--- src/rtl/voice_pkg.sv ---
// Shared types for the polyphonic voice allocator: FSM states, selection classes
// and the default note/stamp/voice-index widths.
package voice_pkg;

  localparam int NOTE_BITS_DEF  = 7;
  localparam int STAMP_BITS_DEF = 8;
  localparam int MAX_VOICES     = 16;

  typedef enum logic [1:0] {
    IDLE,
    SCAN,
    GAP,
    ASSIGN
  } state_t;

  typedef enum logic [2:0] {
    SEL_NONE,
    SEL_MATCH,
    SEL_FREE,
    SEL_RELEASING,
    SEL_GATED
  } sel_class_t;

  typedef logic [NOTE_BITS_DEF-1:0]      note_t;
  typedef logic [STAMP_BITS_DEF-1:0]     stamp_t;
  typedef logic [$clog2(MAX_VOICES)-1:0] voice_idx_t;

endpackage

--- src/rtl/voice_select.sv ---
// Combinational target chooser: same-note gated voice, else first free voice,
// else oldest releasing voice, else oldest gated voice (age = alloc_cnt - stamp).
module voice_select
  import voice_pkg::*;
#(
  parameter int VOICES     = 4,
  parameter int NOTE_BITS  = NOTE_BITS_DEF,
  parameter int STAMP_BITS = STAMP_BITS_DEF
) (
  input  logic [VOICES-1:0]                 gate,
  input  logic [VOICES-1:0][NOTE_BITS-1:0]  note,
  input  logic [VOICES-1:0]                 voice_active,
  input  logic [VOICES-1:0][STAMP_BITS-1:0] stamp,
  input  logic [STAMP_BITS-1:0]             alloc_cnt,
  input  logic [NOTE_BITS-1:0]              ev_note,
  output voice_idx_t                        target,
  output sel_class_t                        cls
);

  logic                  match_hit, free_hit, rel_hit, gated_hit;
  voice_idx_t            match_idx, free_idx, rel_idx, gated_idx;
  logic [STAMP_BITS-1:0] rel_age, gated_age, age;

  always_comb begin
    // NOTE: every variable written here gets a default before any branch,
    // otherwise paths that skip an assignment would infer latches.
    match_hit = 1'b0;  match_idx = '0;
    free_hit  = 1'b0;  free_idx  = '0;
    rel_hit   = 1'b0;  rel_idx   = '0;  rel_age   = '0;
    gated_hit = 1'b0;  gated_idx = '0;  gated_age = '0;
    age       = '0;
    target    = '0;
    cls       = SEL_NONE;

    // Ascending scan with strict '>' keeps the lowest index on equal ages.
    for (int i = 0; i < VOICES; i++) begin
      age = alloc_cnt - stamp[i];
      if (gate[i] && note[i] == ev_note && !match_hit) begin
        match_hit = 1'b1;
        match_idx = voice_idx_t'(i);
      end
      if (!gate[i] && !voice_active[i] && !free_hit) begin
        free_hit = 1'b1;
        free_idx = voice_idx_t'(i);
      end
      if (!gate[i] && voice_active[i] && (!rel_hit || age > rel_age)) begin
        rel_hit = 1'b1;
        rel_idx = voice_idx_t'(i);
        rel_age = age;
      end
      if (gate[i] && (!gated_hit || age > gated_age)) begin
        gated_hit = 1'b1;
        gated_idx = voice_idx_t'(i);
        gated_age = age;
      end
    end

    if (match_hit) begin
      cls = SEL_MATCH;     target = match_idx;
    end else if (free_hit) begin
      cls = SEL_FREE;      target = free_idx;
    end else if (rel_hit) begin
      cls = SEL_RELEASING; target = rel_idx;
    end else if (gated_hit) begin
      cls = SEL_GATED;     target = gated_idx;
    end
  end

endmodule

--- src/rtl/voice_allocator.sv ---
// Polyphonic voice allocator: note events in, per-voice gate/note out.
// Define VOICE_ALLOC_STEAL_EN to steal the oldest voice instead of dropping note-ons.
module voice_allocator
  import voice_pkg::*;
#(
  parameter int VOICES     = 4,
  parameter int NOTE_BITS  = NOTE_BITS_DEF,
  parameter int STAMP_BITS = STAMP_BITS_DEF
) (
  input  logic                          clock,
  input  logic                          reset,
  input  logic                          ev_valid,
  output logic                          ev_ready,
  input  logic                          ev_on,
  input  logic [NOTE_BITS-1:0]          ev_note,
  input  logic [VOICES-1:0]             voice_active,
  output logic [VOICES-1:0]             gate,
  output logic [VOICES*NOTE_BITS-1:0]   note,
  output logic                          stolen,
  output logic                          dropped
);

`ifdef VOICE_ALLOC_STEAL_EN
  localparam bit STEAL_EN = 1'b1;
`else
  localparam bit STEAL_EN = 1'b0;
`endif

  state_t                          state, state_next;
  logic                            on_q;
  logic [NOTE_BITS-1:0]            ev_note_q;
  voice_idx_t                      target_q;
  logic [VOICES-1:0]               gate_q;
  logic [VOICES-1:0][NOTE_BITS-1:0]  note_q;
  logic [VOICES-1:0][STAMP_BITS-1:0] stamp_q;
  logic [STAMP_BITS-1:0]           alloc_cnt;
  logic                            stolen_q, dropped_q;

  voice_idx_t sel_idx;
  sel_class_t sel_cls;

  logic       latch_ev, off_clear, commit, gap_start, stolen_set, dropped_set;
  voice_idx_t commit_idx;

  voice_select #(
    .VOICES     (VOICES),
    .NOTE_BITS  (NOTE_BITS),
    .STAMP_BITS (STAMP_BITS)
  ) u_select (
    .gate         (gate_q),
    .note         (note_q),
    .voice_active (voice_active),
    .stamp        (stamp_q),
    .alloc_cnt    (alloc_cnt),
    .ev_note      (ev_note_q),
    .target       (sel_idx),
    .cls          (sel_cls)
  );

  always_ff @(posedge clock or posedge reset) begin
    if (reset) state <= IDLE;
    else       state <= state_next;
  end

  // GAP's outgoing edge performs the assignment, so a retrigger or gated steal
  // holds ev_ready low for exactly two cycles; ASSIGN is never resident.
  always_comb begin
    state_next  = state;
    latch_ev    = 1'b0;
    off_clear   = 1'b0;
    commit      = 1'b0;
    commit_idx  = sel_idx;
    gap_start   = 1'b0;
    stolen_set  = 1'b0;
    dropped_set = 1'b0;
    unique case (state)
      IDLE: begin
        if (ev_valid) begin
          latch_ev   = 1'b1;
          state_next = SCAN;
        end
      end
      SCAN: begin
        state_next = IDLE;
        if (!on_q) begin
          off_clear = 1'b1;
        end else begin
          unique case (sel_cls)
            SEL_MATCH: begin
              gap_start  = 1'b1;
              state_next = GAP;
            end
            SEL_FREE: commit = 1'b1;
            SEL_RELEASING: begin
              if (STEAL_EN) begin
                commit     = 1'b1;
                stolen_set = 1'b1;
              end else begin
                dropped_set = 1'b1;
              end
            end
            SEL_GATED: begin
              if (STEAL_EN) begin
                gap_start  = 1'b1;
                stolen_set = 1'b1;
                state_next = GAP;
              end else begin
                dropped_set = 1'b1;
              end
            end
            default: ;
          endcase
        end
      end
      GAP: begin
        commit     = 1'b1;
        commit_idx = target_q;
        state_next = IDLE;
      end
      default: state_next = IDLE;
    endcase
  end

  // NOTE: the per-voice note and stamp arrays are reset together with the gates
  // because their reset values are visible on the outputs and feed the age compare.
  always_ff @(posedge clock or posedge reset) begin
    if (reset) begin
      on_q      <= 1'b0;
      ev_note_q <= '0;
      target_q  <= '0;
      gate_q    <= '0;
      note_q    <= '0;
      stamp_q   <= '0;
      alloc_cnt <= '0;
      stolen_q  <= 1'b0;
      dropped_q <= 1'b0;
    end else begin
      // NOTE: non-blocking assignments so every register samples pre-edge values.
      stolen_q  <= stolen_set;
      dropped_q <= dropped_set;
      if (latch_ev) begin
        on_q      <= ev_on;
        ev_note_q <= ev_note;
      end
      if (gap_start) target_q <= sel_idx;
      if (commit)    alloc_cnt <= alloc_cnt + 1'b1;
      for (int i = 0; i < VOICES; i++) begin
        if (off_clear && gate_q[i] && note_q[i] == ev_note_q) gate_q[i] <= 1'b0;
        if (gap_start && sel_idx == voice_idx_t'(i))          gate_q[i] <= 1'b0;
        if (commit && commit_idx == voice_idx_t'(i)) begin
          gate_q[i]  <= 1'b1;
          note_q[i]  <= ev_note_q;
          stamp_q[i] <= alloc_cnt;
        end
      end
    end
  end

  assign ev_ready = (state == IDLE);
  assign gate     = gate_q;
  assign note     = note_q;
  assign stolen   = stolen_q;
  assign dropped  = dropped_q;

endmodule

--- config.mk ---
export PLATFORM = sky130hd
export DESIGN_NAME = voice_allocator
export DESIGN_NICKNAME = d
export VERILOG_FILES = /design/src/rtl/voice_pkg.sv /design/src/rtl/voice_select.sv /design/src/rtl/voice_allocator.sv
export SDC_FILE = /design/constraint.sdc
export NUM_CORES = 1
export LEC_CHECK = 0
export CORE_ASPECT_RATIO = 0.7
export CORE_UTILIZATION = 55
export DETAILED_ROUTE_END_ITERATION = 10
export PLACE_DENSITY = 0.77
export SLEW_MARGIN = 20
export SYNTH_ARGS = -nofsm -noshare
export SYNTH_HDL_FRONTEND = slang
export SYNTH_SLANG_ARGS = --single-unit
--- constraint.sdc ---
create_clock -name clock -period 13.5 [get_ports clock]
set_input_delay 2.025 -clock clock [delete_from_list [all_inputs] [get_ports clock]]
set_output_delay 2.025 -clock clock [all_outputs]
set_load 0.01 [all_outputs]
Fig. 1: run 1, the clock network
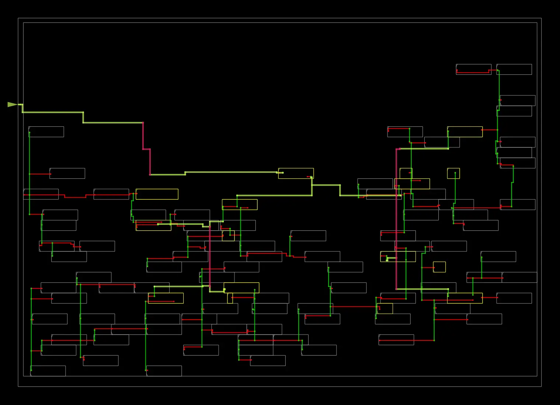
CTS buffer count: 9
Skew-Pair Late Insertion Delay: 350 ps
worst clock skew: 10.9 ps

Fig. 2: run 1, wires at chosen ports, followed through buffers
Scale: 3 px per um.
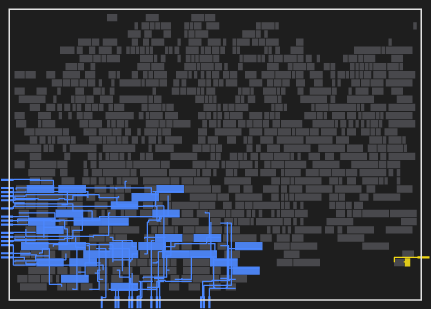
Key: blue = note [bits 28, direction output, edge 15 west, 13 south, end cells 28, buffers 28, wire 1240 um]; yellow = reset [bits 1, direction input, edge east, end cells 1, buffers 1, wire 10.5 um]

==> ci_impl_report.md, run 1 <==
## PnR job results

| Metric | Value |
|---|---|
| Iter 0 DRT Violations | `slightly below 400` |
| Largest net degree at the start of global routing | `86` |
| Via/cell ratio | `just over 6` |
| Yosys xor share | `0.0701` |
| Clock root cell | `clkbuf_16` |
| Crit-path max FO | `16` |
| Yosys warns | `0` |
| Synth top area cells | `dfrtp_1 (30%), ha_1 (14%), mux2_2 (7.7%)` |
| Synth Seq Share | `0.304` |
| Placement Setup Slack | `4160 ps` |
| Commonest Layout Cell | `dfrtp_1` |
| Arr. time, crit path | `roughly 9500 ps` |
| Initial antenna violation count | `0` |
| Distinct lib cells used | `between 70 and 80` |
| Finished Cell Area | `0.00784 mm^2` |
| H-Tree Depth | `3` |
| CP most frequent cell | `ha_1` |
| GRT Util Overall | `0.286` |
| Die Height | `96.4 um` |
| Aoi share | `0.147` |
| RSZ-0062 raised after global routing | `false` |
| Reg2reg setup slack | `~4200 ps` |
| Setup violators final | `0` |
| DP HPWL | `about 14000 um` |
| Asr flop ratio synth | `1.00` |
| Core area | `0.0124 mm^2` |
| DRC Markers | `0` |
| EDFF count, synth | `0` |
| Yosys cell count | `698` |
| Clock Pin Slew Worst Setup and Hold Paths | `around 60 ps` |
| CP max stage cell | `nor3_4` |
| Area leader share | `0.304` |
| IO Pins | `50` |
| Pins over their slew limit | `0` |
| Worst-margin pin slew | `just over 1000 ps` |
| Starting Density | `0.564` |
| CTS Buffer Depth | `2` |
| Tool warnings | `28` |
| Placed Area | `around 0.0075 mm^2` |
| Area grow syn2layout | `12.0%` |
| Die ar. | `0.0132 mm^2` |
| Setup CP Type | `flip-flop to flip-flop` |
| Drt first pass iters | `5` |
| Max_cap viols | `0` |
| Post-CTS Setup Bufs | `0` |
| Cycle use final | `0.688` |
| Status | `completed` |
| Simple Share, Synth | `0.135` |
| Cell row count | `34` |
| Die Width | `~140 um` |
| Top non-seq family | `adder cells` |
| CP endpoint kind | `flip-flop` |
Fig. 3: run 1, signal wires by layer
Scale: 3 px per um.
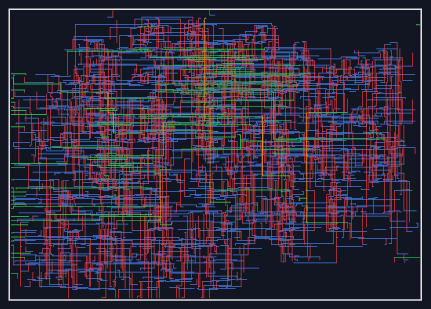
Key: green = M3 [wire length 1530 um]; blue = M1 [wire length 8030 um]; red = M2 [wire length 7940 um]; orange = M4 [wire length 200 um]

Fig. 4: run 1, selected gate families
Scale: 3 px per um.
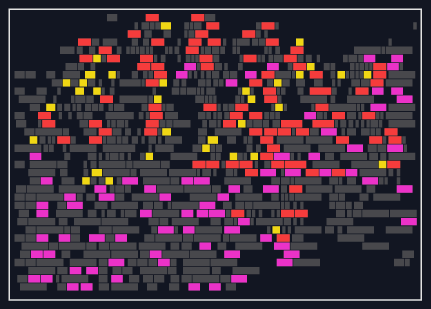
Key: magenta = mux cells [cells 75, most used mux2_2, where all over the die]; yellow = non-inverting ao/oa cells [cells 33, most used a21o_1]; red = fa/ha/maj cells [cells 84, most used ha_1]

-- run 1: cells by family (layout without fill, tap and decap cells) --
logic type / Yosys count / count (layout)
multiplexers: 75 / 75
adder cells (fa/ha/maj): 84 / 84
flip-flops: 85 / 85
AND/OR/NAND/NOR: 173 / 173
XOR/XNOR: 56 / 56
other: 1 / 1
AND-OR/OR-AND: 145 / 145
buffers and inverters: 79 / 121
-- run 1: through the flow --
stage	util	hold slack (ps)	instances
4_1_cts	0.631	484	902
6_report	0.631	491	902
2_1_floorplan	-	446	698
5_1_grt	0.631	503	902
3_5_place_dp	0.606	467	886
3_3_place_gp	0.606	477	886
-- run 1: layout make-up --
cell class	count	area [um^2]	area share
multi-input combinational	534	4500	0.574
timing repair buffer	50	499	0.0637
clock inverter	6	76.3	0.00974
tap	162	203	0.0259
sequential	85	2130	0.271
inverter	55	208	0.0265
clock buffer	10	229	0.0292
-- run 1: routing by layer --
layer  track usage  vias to the layer above  part of all wire
met2         0.464                      209              0.45
met4        0.0650                        0             0.011
met3        0.0736                       21             0.086
met1         0.383                     2696              0.45
met5             0                        -                 0
li1              -                     2554                 -
-- run 1: flip-flops by register name (all words and copies together) (netlist names) --
register	count
note	28
stamp_q	32
ev_note_q	7
alloc_cnt	8
target_q	2
dropped	1
state	2
gate	4
on_q	1
-- run 1: Yosys cell counts (3+ instances only) --
cell and instances:
a211oi_1 5, a21boi_0 4, a21o_1 16, a21oi_1 37, a31oi_1 3, and3_1 3
and4_1 3, buf_4 8, buf_6 5, clkbuf_1 8, dfrtp_1 85, fa_1 4
ha_1 80, inv_1 55, mux2_2 48, mux2_4 27, nand2_1 44, nand2b_1 10
nand3_1 8, nand4_1 18, nor2_1 44, nor2b_1 11, nor3_1 7, nor4_1 4
o211ai_1 6, o21a_1 10, o21ai_0 24, o21bai_1 6, o22a_1 3, o31ai_1 5
xnor2_1 30, xor2_1 26
-- run 1: final timing paths --
| kind | startpoint | endpoint | cells past startpoint |
|---|---|---|---|
| worst max-delay path | alloc_cnt[1]$_DFFE_PP0P_ | stamp_q[3]$_DFFE_PP0P_ | 30 |
| worst min-delay path | target_q[0]$_DFFE_PP0P_ | target_q[0]$_DFFE_PP0P_ | 2 |
| worst max register to register | alloc_cnt[1]$_DFFE_PP0P_ | stamp_q[3]$_DFFE_PP0P_ | 30 |
| worst min register to register | target_q[0]$_DFFE_PP0P_ | target_q[0]$_DFFE_PP0P_ | 2 |
| max in group asynchronous | reset | ev_note_q[5]$_DFFE_PP0P_ | 3 |
| min in group asynchronous | reset | stamp_q[23]$_DFFE_PP0P_ | 3 |
-- run 1: worst max-delay path, delay by kind of cell, from the launching register on --
family / cells / cell delay (ps)
adder cells (fa/ha/maj): 4 / 1330
multiplexers: 2 / 850
flip-flops: 1 / 710
AND/OR/NAND/NOR: 9 / 2960
AND-OR/OR-AND: 15 / 3300
==> inputs of run 2 (changes only) <==
clock period = 9.76 ns   (was 13.5 ns; I/O delays follow)
Fig. 5: run 2, sequential cells coloured by netlist name
Scale: 2 px per um.
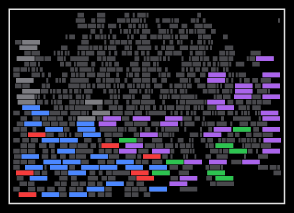
Key: blue = note [sequential cells 28]; green = alloc_cnt [sequential cells 8, where south-east]; purple = stamp_q [sequential cells 32]; red = ev_note_q [sequential cells 7]
Another 10 sequential cells are not coloured.

==> ci_impl_report.md, run 2 <==
## PnR job results

| Metric | Value |
|---|---|
| Die Width | `137 um` |
| RSZ-0062 raised after global routing | `false` |
| DP Cell Count | `around 900` |
| Post-CTS Setup Bufs | `0` |
| Crit-path max FO | `16` |
| Reg with most FFs | `stamp_q` |
| Status | `completed` |
| DRC Markers | `0` |
| CP endpoint | `stamp_q[13]$_DFFE_PP0P_` |
| FF-to-FF End | `stamp_q[13]$_DFFE_PP0P_` |
| Setup CP Type | `flip-flop to flip-flop` |
| Area grow syn2layout | `12.0%` |
| CP endpoint kind | `flip-flop` |
| Tool warnings | `28` |
| Iter 0 DRT Violations | `374` |
| Clock Pin Slew Worst Setup and Hold Paths | `around 70 ps` |
| Synth top area cells | `dfrtp_1 (30%), ha_1 (14%), mux2_2 (7.7%)` |
| CP max stage cell | `dfrtp_1` |
| Drt first pass iters | `5` |
| FF-to-FF Start | `alloc_cnt[1]$_DFFE_PP0P_` |
| Cell row count | `34` |
| Yosys cell count | `around 700` |
| Hold Crit Depth | `2` |
| Asr flop ratio synth | `1.00` |
| Top-count cell post-synth | `dfrtp_1` |
| CP most frequent cell | `ha_1` |
| H-Tree Depth | `3` |
| CTS buffer count | `9` |
| Area leader share | `0.304` |
| Cycle use final | `0.924` |
| Pins over their slew limit | `0` |
| DP HPWL | `13400 um` |
| Worst clock skew | `12.4 ps` |
| IO Pins | `50` |
| Max_cap viols | `0` |
| EDFF count, synth | `0` |
| Initial antenna violation count | `0` |
| Synth cell count leaders | `dfrtp_1 (85), ha_1 (80), inv_1 (55)` |
| Placed Area | `0.00754 mm^2` |
| Die ar. | `between 0.01 and 0.015 mm^2` |
| CTS Buffer Depth | `2` |
| Placement Setup Slack | `683 ps` |
Fig. 6: run 2, signal wires by layer
Scale: 3 px per um.
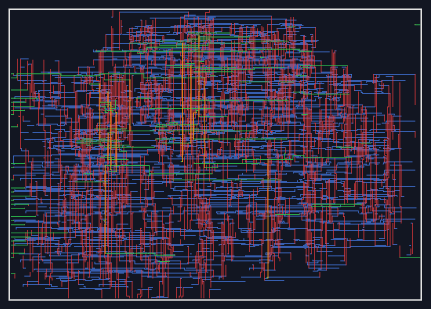
Key: orange = M4 [wire length 292 um]; red = M2 [wire length 7810 um]; blue = M1 [wire length 8360 um]; green = M3 [wire length 1050 um]

-- run 2: critical path: cells and delay by family (launching register included) --
kind	cells	cell delay, ps
adders and majority gates	4	1340
muxes	2	840
and+or+nand+nor	9	2230
AOI/OAI and AO/OA	15	3760
DFF	1	710
-- run 2: layout make-up --
type                            count  area [um^2]  area share
Timing Repair Buffer               52          514      0.0656
Inverter                           55          208      0.0265
Multi-Input combinational cell    534         4500       0.574
Tap cell                          162          203      0.0258
Sequential cell                    85         2130       0.271
Clock inverter                      7         67.6     0.00861
Clock buffer                        9          225      0.0287
-- run 2: how the worst min path moves through the flow --
| stage | end | slack (ps) | startpoint |
|---|---|---|---|
| 2_1_floorplan | target_q[0]$_DFFE_PP0P_ | 450 | target_q[0]$_DFFE_PP0P_ |
| 3_3_place_gp | target_q[0]$_DFFE_PP0P_ | 470 | target_q[0]$_DFFE_PP0P_ |
| 3_5_place_dp | target_q[0]$_DFFE_PP0P_ | 470 | target_q[0]$_DFFE_PP0P_ |
| 4_1_cts | target_q[0]$_DFFE_PP0P_ | 490 | target_q[0]$_DFFE_PP0P_ |
| 5_1_grt | stamp_q[1]$_DFFE_PP0P_ | 530 | stamp_q[1]$_DFFE_PP0P_ |
| 6_report | target_q[0]$_DFFE_PP0P_ | 490 | target_q[0]$_DFFE_PP0P_ |
-- run 2: routing by layer --
metal / part of all wire / up-vias / track usage
met4: 0.017 / 0 / 0.0742
met3: 0.060 / 28 / 0.0579
met2: 0.45 / 197 / 0.458
met5: 0 / - / 0
li1: - / 2572 / -
met1: 0.48 / 2663 / 0.387
-- run 2: logic make-up (layout without fill, tap and decap cells) --
group,after synthesis,in the layout,share of synthesized area
buffers and inverters,79,123,0.0538
multiplexers,75,75,0.135
XOR/XNOR,56,56,0.0701
AND-OR/OR-AND,145,145,0.147
flip-flops,85,85,0.304
other,1,1,0.000536
AND/OR/NAND/NOR,173,173,0.135
adder cells (fa/ha/maj),84,84,0.154
==> inputs of run 3 (changes only) <==
CORE_ASPECT_RATIO = 0.8   (was 0.7)
clock period = 8.9 ns   (was 9.76 ns; I/O delays follow)
Fig. 7: run 3, the clock network
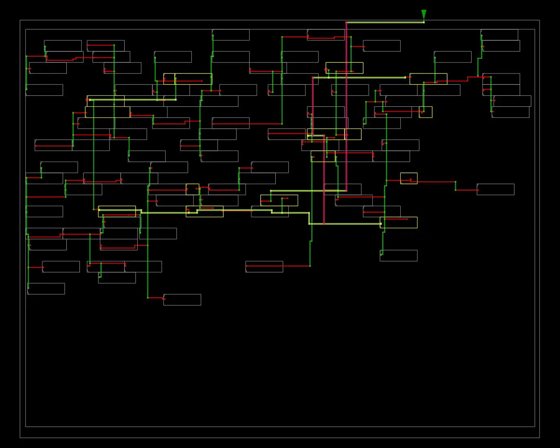
CTS sink count: 85
clock buffer count: 9

==> ci_impl_report.md, run 3 <==
## PnR job results

| Metric | Value |
|---|---|
| Status | `completed` |
| Top-count cell post-synth | `dfrtp_1` |
| Placement Setup Slack | `between 200 and 250 ps` |
| Crit-path max FO | `16` |
| Setup violators final | `0` |
| Clock root cell | `clkbuf_16` |
| Drt first pass iters | `5` |
| Yosys cell count | `~700` |
| Met2 usage | `0.456` |
| Cycle use final | `0.951` |
| Final Hold Viols | `0` |
| Die ar. | `0.0132 mm^2` |
| Synth Seq Share | `0.304` |
| Commonest Layout Cell | `dfrtp_1` |
| Die Width | `about 130 um` |
| Reg with most FFs | `stamp_q` |
| Crit path buf inv count | `5` |
| Core area | `between 0.01 and 0.015 mm^2` |
| Iter 0 DRT Violations | `409` |
| Cell row count | `36` |
| Most numerous logic cells after layout | `dfrtp_1 (85), ha_1 (80), inv_1 (54), mux2_2 (48), clkdlybuf4s50_1 (48)` |
| EDFF count, synth | `0` |
| Minimum clock period | `8470 ps` |
| RePlAce Congestion | `approximately 0.98` |
| Via/cell ratio | `5.88` |
| Worst-margin pin slew | `832 ps` |
| Area leader share | `0.304` |
| Gr busiest metal | `met2` |
| Die Height | `a little over 100 um` |
| DR vias | `roughly 5400` |
| Setup CP Type | `flip-flop to flip-flop` |
| Asr flop ratio synth | `1.00` |
| CP top delay family | `AND-OR/OR-AND gates` |
| Synth cell count leaders | `dfrtp_1 (85), ha_1 (80), inv_1 (55)` |
| DRC Markers | `0` |
| Met1 Use GR | `0.417` |
| Fmax | `~0.12 GHz` |
| Final Hold Slack | `around 500 ps` |
| IO Pins | `about 50` |
| Clock Pin Slew Worst Setup and Hold Paths | `approximately 70 ps` |
| H-Tree Depth | `3` |
| Skew-Pair Late Insertion Delay | `350 ps` |
| Distinct lib cells used | `about 73` |
| CTS Buffer Depth | `2` |
| CTS buffer count | `9` |
| CP max stage cell | `or3b_2` |
| Area grow syn2layout | `14.2%` |
| Initial antenna violation count | `0` |
| Starting Density | `0.569` |
| Tool warnings | `28` |
| Layout cells sized above 1 | `0.184` |
| Arr. time, crit path | `about 8700 ps` |
| Yosys warns | `0` |
| Pins over their slew limit | `0` |
| CP endpoint kind | `flip-flop` |
| Synth top area cells | `dfrtp_1 (30%), ha_1 (14%), mux2_2 (7.7%)` |
| Largest net degree at the start of global routing | `approximately 86` |
| GRT Util Overall | `0.296` |
| Max FFs per register | `32` |
| Max_cap viols | `0` |
| DP HPWL | `14400 um` |
| Met3 usage | `0.0721` |
| Worst clock skew | `between 6 and 7 ps` |
Fig. 8: run 3, wires at chosen ports, followed through buffers
Scale: 4 px per um.
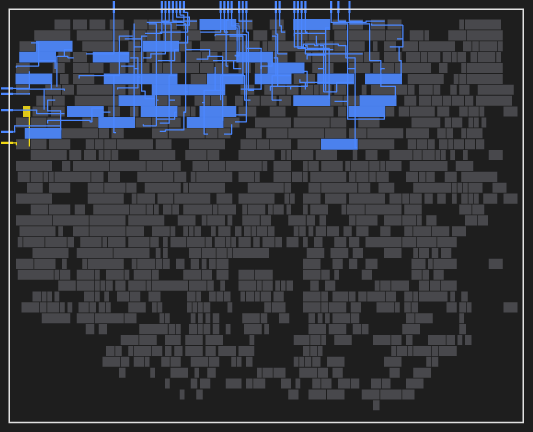
Key: yellow = reset [bits 1, direction input, edge west, end cells 1, buffers 1, wire 11.0 um]; blue = note [bits 28, direction output, edge 24 north, 4 west, end cells 28, buffers 28, wire 1080 um]

run 3: worst min-delay path, stage by stage (launching register included):
cell     delay, ps
dfrtp_1        360
nand2_1         50
nand2_1         60
run 3: repair_timing:
item	CTS	global route
setup endpoints to repair	0	64
resized	0	4
buffers inserted	0	2
run 3: final timing paths:
path,startpoint,to,slack [ps],depth (start not counted)
max in group asynchronous,reset,target_q[1]$_DFFE_PP0P_,6850,3
max,alloc_cnt[0]$_DFFE_PP0P_,note[23]$_DFFE_PP0P_,430,34
min,target_q[0]$_DFFE_PP0P_,target_q[0]$_DFFE_PP0P_,500,2
min in group asynchronous,reset,ev_note_q[5]$_DFFE_PP0P_,1530,3
max reg2reg,alloc_cnt[0]$_DFFE_PP0P_,note[23]$_DFFE_PP0P_,430,34
min reg2reg,target_q[0]$_DFFE_PP0P_,target_q[0]$_DFFE_PP0P_,500,2
run 3: cell families after synthesis:
group,count (synthesis),share of synthesized area
and+or+nand+nor,173,0.135
AOI/OAI and AO/OA,145,0.147
DFF,85,0.304
adders and majority gates,84,0.154
buffers and inverters,79,0.0538
muxes,75,0.135
xor gates and xnor gates,56,0.0701
other,1,0.000536
run 3: layer usage:
metal,vias up,wire (um)
li1,2590,-
met1,2641,8480
met2,190,8290
met3,22,1480
met4,0,238
met5,-,0
run 3: cell type report:
type	instances	area [um^2]	share of cell area
inverter	55	208	0.0260
tap	171	214	0.0268
clock buffer	9	225	0.0282
clock inverter	7	93.8	0.0117
sequential	85	2130	0.266
multi-input combinational	534	4510	0.564
timing repair buffer	64	621	0.0776
run 3: through the flow:
step / area, um^2 / instances / util
after global placement: 7630 / 907 / 0.621
final: 8000 / 925 / 0.650
after CTS: 7950 / 923 / 0.647
after detailed placement: 7630 / 907 / 0.621
after floorplan: 7000 / 698 / -
after global routing: 8000 / 925 / 0.650
